**Wiring by layer**

Drawn at 2 px/um. Only two layers are drawn.
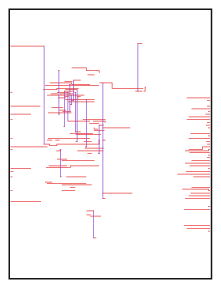
**M4 wires**

Drawn at 3 px/um.
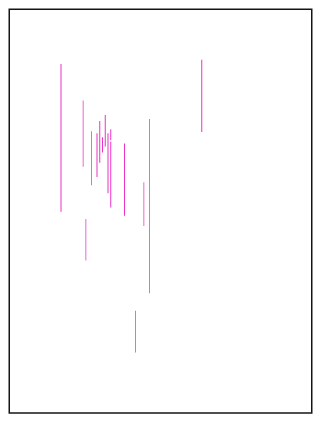
**Ports around the boundary**

Drawn at 3 px/um. Pins as bars across the die edge, other pins in gray.
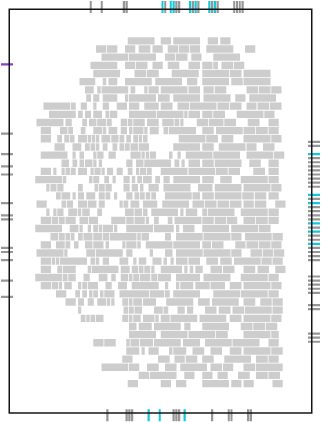
**Gate families picked out**

Drawn at 3 px/um.
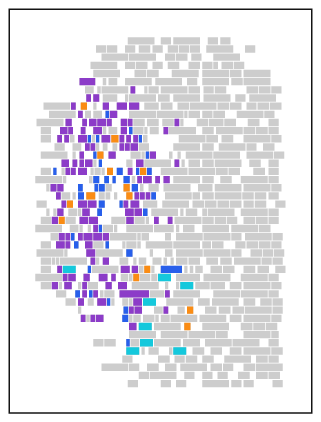
**The clock network**

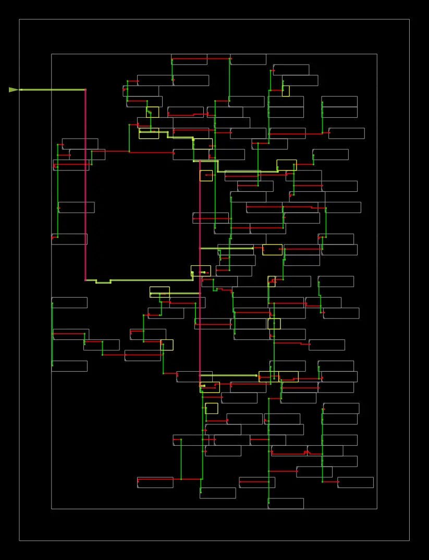
Design inst_fetch_unit, sky130hd; sources not shown.
==> results.cfg <==
; physical design summary
[status]
outcome = completed

[yosys]
simple_gate_area_share_pct = 10.2
synth_area_sq_um = 5670
synth-xor-area-share_pct = 1.61
yosys-top-cells-area = dfrtp_1 (45%), mux2_2 (19%), nor2_1 (2.8%), a21oi_1 (2.6%), o21ai_0 (2.0%)
flop_cell = dfrtp_1
synth.distinct_cells = 65
top_logic_kind = multiplexers
ys_cells = 524
aoi_share_pct = 15.3
common_cells = dfrtp_1 (102), mux2_2 (95), nor2_1 (43), a21oi_1 (30), o21ai_0 (23)
ys_chip_area_sq_um = 5670
avgSynthCellArea_sq_um = 10.8

[finish]
syn_to_final_growth_pct = 18.1
register_area_sq_um = 2550
inverters_excl_clock = 21
seq_share_pct = 38.1
drive_above_1_share_pct = 21.8
buf_share_pct = 13.6
nFillCells = 759
antenna_cells = 0
largest_class = combinational gates
fin_area_sq_um = 6700

[place]
dpl.cell_count = 712
hpwl_mm = 9.95
portBuffers = 87
placed_area_sq_um = 6520

[grt]
busiest_layer = met2
grt_antenna_before_repair = 0
grt_use_met1_pct = 25.1

[critical_path]
crit_chain = inv_1 > ha_1 > clkinv_1 > nor2_1 > a2111oi_4 > buf_4 > and3_1 > a221oi_2
path_buffers = 3
critPathCaptureType = flip-flop
path_depth = 8
r2r_setup_slack_ns = 3.09
crit_slowest_cell = ha_1

[clock_network]
cts.sinks = 102
cts_buffers = 9
cts_tree = done
max-clock-path-buffers = 2
cts_setup_buffers = 0
root_buffer = clkbuf_8
path_clk_slew_ns = 0.10
htreeDepth = 3
cts_hold_buffers = 0

[power_and_ir_drop]
cellLeakagePower_nw = 2.85
power_leader = combinational cells
p_int_mw = 2.00
p_comb_share_pct = 52.1
p_sw_mw = 1.39
switching_share_pct = 41.0
ir_worst_vdd_mv = 0.258

[routing]
firstDrtPassIters = 6
viasPerCell = 6.12
drc = 0
top_layer = met4

[final_timing]
tightest_slew_ns = 0.911
clock_skew_ns = 0.00683
rsz0062_at_grt = false
max_freq_mhz = 313
setup_viol = 0
holdWs_ns = 0.170
drv_slew = 0

[floorplan]
row_count = 43
ios = 88
chipArea_sq_um = 13400

[flow_run]
cap_violations = 0
openroad.warnings = 29

[worst_hold_path]
worstHoldPathType = in2async
## Picture notes: 'wiring by layer'
Key: metal 4 = purple [wire length 323 um]; metal 3 = red [wire length 900 um]
via count: 4453
drt wl/cell: 19.2 um
Post-Route WL: 14.0 mm
gr usage total: 20.9%

## Picture notes: 'M4 wires'
The layer carries 323 um of wire. The wires run mostly vertical. The layer holds 2.3% of the routed length. The longest straight run is 57.8 um.

## Picture notes: 'ports around the boundary'
Key: p2 = purple [pins 1, direction input, edge left]; mem_addr = cyan [pins 16, direction output, edge 7 top, 6 right, 3 bottom]
All pins by edge: 38 right, 22 top, 15 bottom, 13 left.
Die H: 134 um
Die Wd: 100 um

## Picture notes: 'gate families picked out'
Key: aoi and oai cells = purple [cells 114]; and/or cells = orange [cells 14]; nand cells = blue [cells 39]; fa/ha/maj cells = cyan [cells 8, where bottom middle]
Top cell excl fill/tap: dfrtp_1
Non-Filler Instances: 728
logic share of the area: 41.9%

## Picture notes: 'the clock network'
clk_lat worst skew: 0.36 ns
P_clk: 384 uW

Power figures rest on the tool's default switching activity, not on a simulated workload.
